==> src/rtl/brp_gshare.sv <==
// brp_gshare: gshare conditional-branch predictor.
// Table of saturating counters indexed by PC XOR global history,
// initialised by a post-reset sweep, with prediction-accuracy statistics.
module brp_gshare #(
    parameter int IDX_BITS = 8,
    parameter int GHR_BITS = 8,
    parameter int CTR_BITS = 2,
    parameter int PC_LSB   = 2
) (
    input  logic                clk,
    input  logic                rst,
    output logic                ready_o,
    input  logic                lk_valid_i,
    input  logic [31:0]         lk_pc_i,
    output logic                lk_taken_o,
    output logic [IDX_BITS-1:0] lk_idx_o,
    input  logic                up_valid_i,
    input  logic [IDX_BITS-1:0] up_idx_i,
    input  logic                up_taken_i,
    input  logic                up_pred_i,
    output logic [GHR_BITS-1:0] ghr_o,
    output logic [31:0]         stat_total_o,
    output logic [31:0]         stat_correct_o
);

    localparam int N = 1 << IDX_BITS;
    localparam logic [CTR_BITS-1:0] CTR_MAX  = '1;
    localparam logic [CTR_BITS-1:0] CTR_WNT  = {1'b0, {(CTR_BITS-1){1'b1}}};
    localparam logic [IDX_BITS-1:0] PTR_LAST = '1;

    typedef enum logic {INIT, READY} state_t;

    state_t              state, state_next;
    logic [IDX_BITS-1:0] ptr;
    logic [CTR_BITS-1:0] ctr_tab [N];
    logic [GHR_BITS-1:0] ghr;
    logic [31:0]         stat_total, stat_correct;
    logic [CTR_BITS-1:0] ctr_cur, ctr_next;
    logic                upd;
    logic                unused_pc;

    // PC bits outside the index field do not take part in prediction
    assign unused_pc = ^lk_pc_i;

    assign upd = (state == READY) && up_valid_i;

    // Next-state logic: sweep finishes after the last entry is written
    always_comb begin
        state_next = state;
        if (state == INIT && ptr == PTR_LAST)
            state_next = READY;
    end

    // State register
    always_ff @(posedge clk) begin
        if (rst) state <= INIT;
        else     state <= state_next;
    end

    // Sweep pointer walks every entry once per INIT pass
    always_ff @(posedge clk) begin
        if (rst)                ptr <= '0;
        else if (state == INIT) ptr <= ptr + IDX_BITS'(1);
    end

    // Saturating counter step for the resolved branch
    always_comb begin
        ctr_cur  = ctr_tab[up_idx_i];
        ctr_next = ctr_cur;
        if (up_taken_i) begin
            if (ctr_cur != CTR_MAX) ctr_next = ctr_cur + CTR_BITS'(1);
        end else begin
            if (ctr_cur != '0)      ctr_next = ctr_cur - CTR_BITS'(1);
        end
    end

    // Counter table: sweep writes weakly-not-taken, READY applies updates.
    // Contents are not reset directly; the sweep rewrites every entry.
    always_ff @(posedge clk) begin
        if (!rst) begin
            if (state == INIT) ctr_tab[ptr]      <= CTR_WNT;
            else if (upd)      ctr_tab[up_idx_i] <= ctr_next;
        end
    end

    // Non-speculative history and accuracy counters, updated at resolution
    always_ff @(posedge clk) begin
        if (rst) begin
            ghr          <= '0;
            stat_total   <= '0;
            stat_correct <= '0;
        end else if (upd) begin
            ghr        <= (ghr << 1) | GHR_BITS'(up_taken_i);
            stat_total <= stat_total + 32'd1;
            if (up_pred_i == up_taken_i)
                stat_correct <= stat_correct + 32'd1;
        end
    end

    // Lookup reads the pre-update table and history (read-before-write)
    assign lk_idx_o   = lk_pc_i[PC_LSB +: IDX_BITS] ^ IDX_BITS'(ghr);
    assign lk_taken_o = (state == READY) && lk_valid_i && ctr_tab[lk_idx_o][CTR_BITS-1];

    assign ready_o        = (state == READY);
    assign ghr_o          = ghr;
    assign stat_total_o   = stat_total;
    assign stat_correct_o = stat_correct;

endmodule

==> config.mk <==
export PLATFORM = sky130hd
export DESIGN_NAME = brp_gshare
export DESIGN_NICKNAME = d
export VERILOG_FILES = /design/src/rtl/brp_gshare.sv
export SDC_FILE = /design/constraint.sdc
export NUM_CORES = 1
export LEC_CHECK = 0
export CAP_MARGIN = 30
export CORE_MARGIN = 8
export CORE_UTILIZATION = 44
export DETAILED_ROUTE_END_ITERATION = 10
export SLEW_MARGIN = 20
export SYNTH_ARGS = -nofsm -noshare
export SYNTH_HDL_FRONTEND = slang
export SYNTH_SLANG_ARGS = --single-unit
==> constraint.sdc <==
create_clock -name clk -period 12.3 [get_ports clk]
set_input_delay 3.075 -clock clk [delete_from_list [all_inputs] [get_ports clk]]
set_output_delay 3.075 -clock clk [all_outputs]
set_load 0.005 [all_outputs]
Cells coloured by class:
Fill, decap, tap and diode cells in grey.
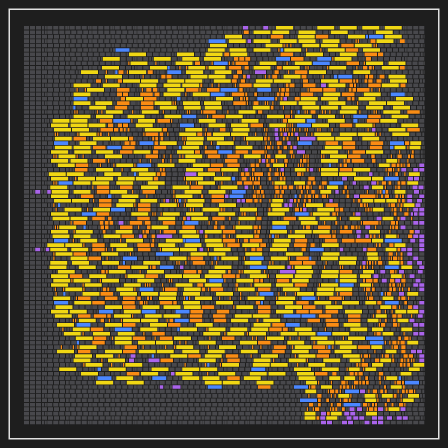
[purple] remaining buffers and delay cells | cells: 153 | share of their area: 5.0%
[orange] combinational and other logic | cells: 1,098 | share of their area: 31%
[blue] clock drivers and dummy loads | cells: 114 | share of their area: 7.2%
[yellow] sequential cells | cells: 593 | share of their area: 57%
Final Cell Area: 30,900 um2
Seq area share: 55.0%

Sequential cells grouped by signal name:
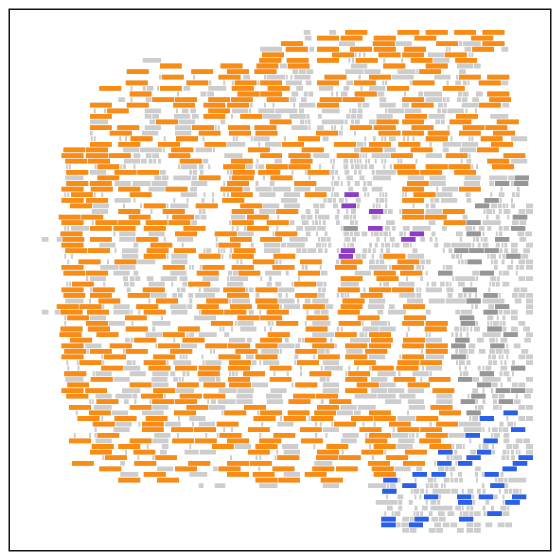
[blue] `stat_correct_o` | flops: 32 | where: south-east
[purple] `ptr` | flops: 8
[orange] `ctr_tab` | flops: 512 | where: all over the die
not coloured: 41
Seq power: 2.16 mW
post-layout util: 51.3%
FF+latch area: 17,000 um2

Routed metal per tile:
The bar under the picture is 100 um long. The die is cut into 26 by 26 equal tiles; black is low, pale yellow is high, scaled to the fullest tile. Values are wire area over tile area, all layers added.
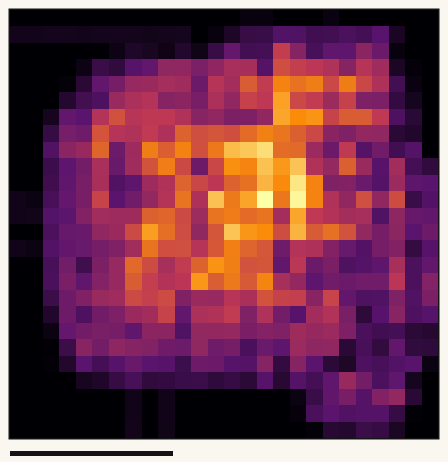
densest ninth of the die: centre
fullest tile: 0.60
nearly empty tiles: 20%
tiles over half the peak: 19%
vias: 16,500
WL final: 72.2 mm

==> impl_metrics.py <==
# Flow results
metrics = {
    "floorplanning": {
        "fp.dieH_um": 263,
        "pin_count": 128,
        "die_w_um": 263,
    },
    "clocking": {
        "post_cts_resize_count": 0,
        "cts_buffers": 60,
        "postCtsSetupRepairBufs": 0,
        "cts_root_buf": "clkbuf_16",
        "worst_skew_pair.late_latency_ps": 630,
        "cts_tree": "done",
        "htreeDepth": 2,
        "ctsLongestPathBuffers": 3,
    },
    "final_timing": {
        "hold_slack_ps": 494,
        "rsz0062_at_grt": "false",
        "max_freq_mhz": 97.1,
        "skew_ps": 23.4,
        "worstMarginPinSlew_ps": 989,
    },
    "placement": {
        "routabilityCongestion": 0.844,
        "place_area_um2": 28700,
    },
    "synth": {
        "synth_cells": 1805,
        "ys_ff": 593,
        "area_leaders": "edfxtp_1 (58%), mux4_2 (16%), dfxtp_1 (6.1%)",
        "avgSynthCellArea_um2": 14.8,
        "yosysUniqueCellTypes": 60,
        "yosysWarnings": 0,
        "synth_area_leader_cell": "edfxtp_1",
    },
    "min_path": {
        "worstHoldPathType": "reg -> reg",
        "hold_depth": 2,
    },
    "drt": {
        "routedWlPerCell_um": 26.3,
        "first_pass_iters": 6,
        "ant_nets": 0,
    },
    "grt": {
        "globalRouteTotalUtil_pct": 20.7,
        "antenna_found_initial": 1,
        "grt_pass1_wl_mm": 110,
        "grt_max_degree": 209,
    },
    "run": {
        "warning_count": 54,
        "cap_violations": 0,
    },
    "power_and_ir_drop": {
        "ir_drop_mv": 0.112,
    },
    "status": {
        "status": "completed",
    },
    "layout": {
        "antennaDiodeCount": 0,
        "drive_above_1_share_pct": 18.3,
    },
    "critical_path": {
        "ff2ff_setup_slack_ps": 8060,
    },
}
Cell placement:
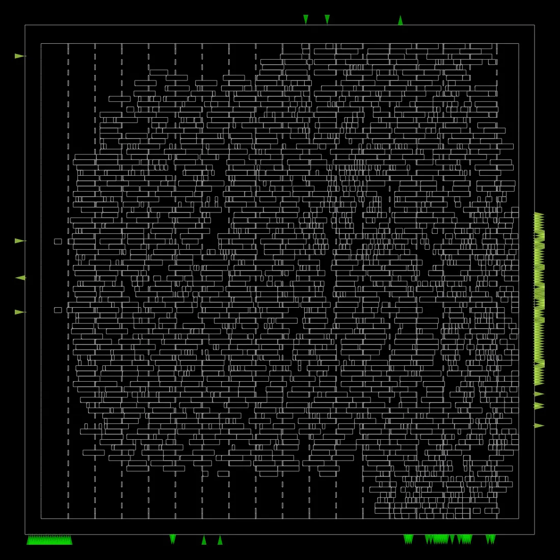
sequential cell count: 593
row count: 90
number of fill cells: 4,948
Core ar.: 60,200 um2
Layout Cells excl Fill: 2,740

A small window of the routed layout:
The bar under the picture is 20 um long. Window x 41 to 91, y 41 to 91 um. Cells in grey, sequential cells in the stronger grey; small squares are vias.
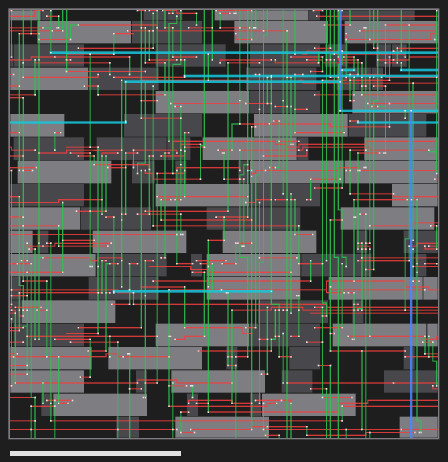
[green] metal 2
[cyan] metal 3
[red] metal 1
[blue] metal 4
cells with their middle in the window: 81
sequential cells in the window: 32
most frequent: edfxtp_1 (32), mux4_2 (17), nor2_1 (16)
netlist names of flops here include: `ctr_tab` (32)

registers in the layout (all words and copies together), names as in the netlist:
| register | cells |
|---|---|
| ghr_o | 8 |
| stat_correct_o | 32 |
| ready_o | 1 |
| ptr | 8 |
| ctr_tab | 512 |
| stat_total_o | 32 |
critical path: stages:
cell and delay, ps:
clkdlybuf4s50_1 550, xor2_4 540, buf_16 240, mux4_2 520, mux4_2 500, mux2i_1 360, o31ai_1 110, a311oi_1 620
a211oi_1 160, clkdlybuf4s50_1 510
per-layer routing:
layer	global-route usage, %	vias up	share of wire, %
met5	0	-	0.012
met4	7.29	2	3.5
met3	4.77	160	9.0
met2	32.9	743	47
met1	28.0	8416	40
li1	-	7183	-
logic make-up after synthesis:
family,Yosys count,synth area share [%]
xor+xnor,69,2.26
fa+ha+maj,3,0.140
mux,238,17.8
compound gates,160,4.06
buf+inv,131,2.38
flops,593,63.6
simple gates,611,9.82
synth_stat cells (6+ instances only):
master and count:
a211oi_1 6, a21oi_1 44, a22oi_1 31, and2_1 7
and3_1 16, buf_2 20, buf_4 14, buf_6 9
clkbuf_1 67, dfxtp_1 81, edfxtp_1 512, inv_1 15
mux2i_1 44, mux4_2 189, nand2_1 115, nand2b_1 6
nand3_1 47, nand3b_1 10, nand4_1 12, nor2_1 347
nor2b_1 8, nor3_1 10, nor4_1 6, o21ai_0 17
o221ai_1 15, o31ai_1 9, or3_1 15, xnor2_1 28
xor2_1 41
cell type report:
cell class | count | area [um2]
Multi-Input combinational cell | 1081 | 9200
Tap cell | 782 | 978
Inverter | 17 | 63.8
Sequential cell | 593 | 17000
Fill cell | 4948 | 29400
Clock inverter | 49 | 586
Clock buffer | 65 | 1560
Timing Repair Buffer | 153 | 1510
worst paths after layout:
check / start / endpoint
setup / recovery: lk_pc_i[2] / lk_taken_o
setup reg to reg: ctr_tab[192][1] / ctr_tab[232][1]
hold reg to reg: ghr_o[7] / ghr_o[7]
hold / removal: ghr_o[7] / ghr_o[7]
per-stage QoR:
stage	instances	setup slack (ps)
after floorplan	1805	2370
after global placement	2620	1610
after detailed placement	2624	2070
after CTS	2738	2060
after global routing	2740	1910
final	2740	2000
cell usage in the layout, fill, tap and decap left out, types with 31 or more instances in the layout:
master           netlist  final
nand2_1              115    115
nor2_1               347    347
dfxtp_1               81     81
mux2i_1               44     44
clkbuf_16              0     62
mux4_2               189    189
xor2_1                41     38
edfxtp_1             512    512
nand3_1               47     46
a22oi_1               31     31
buf_4                 14     44
clkdlybuf4s50_1        0    100
a21oi_1               44     43
report_power, final:
group | switching (mW) | total (mW) | leakage (nW) | internal [mW]
registers | 0.00191 | 2.16 | 6.35 | 2.15
clock network | 0.789 | 1.98 | 1.03 | 1.19
logic | 0.123 | 0.195 | 3.28 | 0.0712
Power and IR drop assume default switching activity.
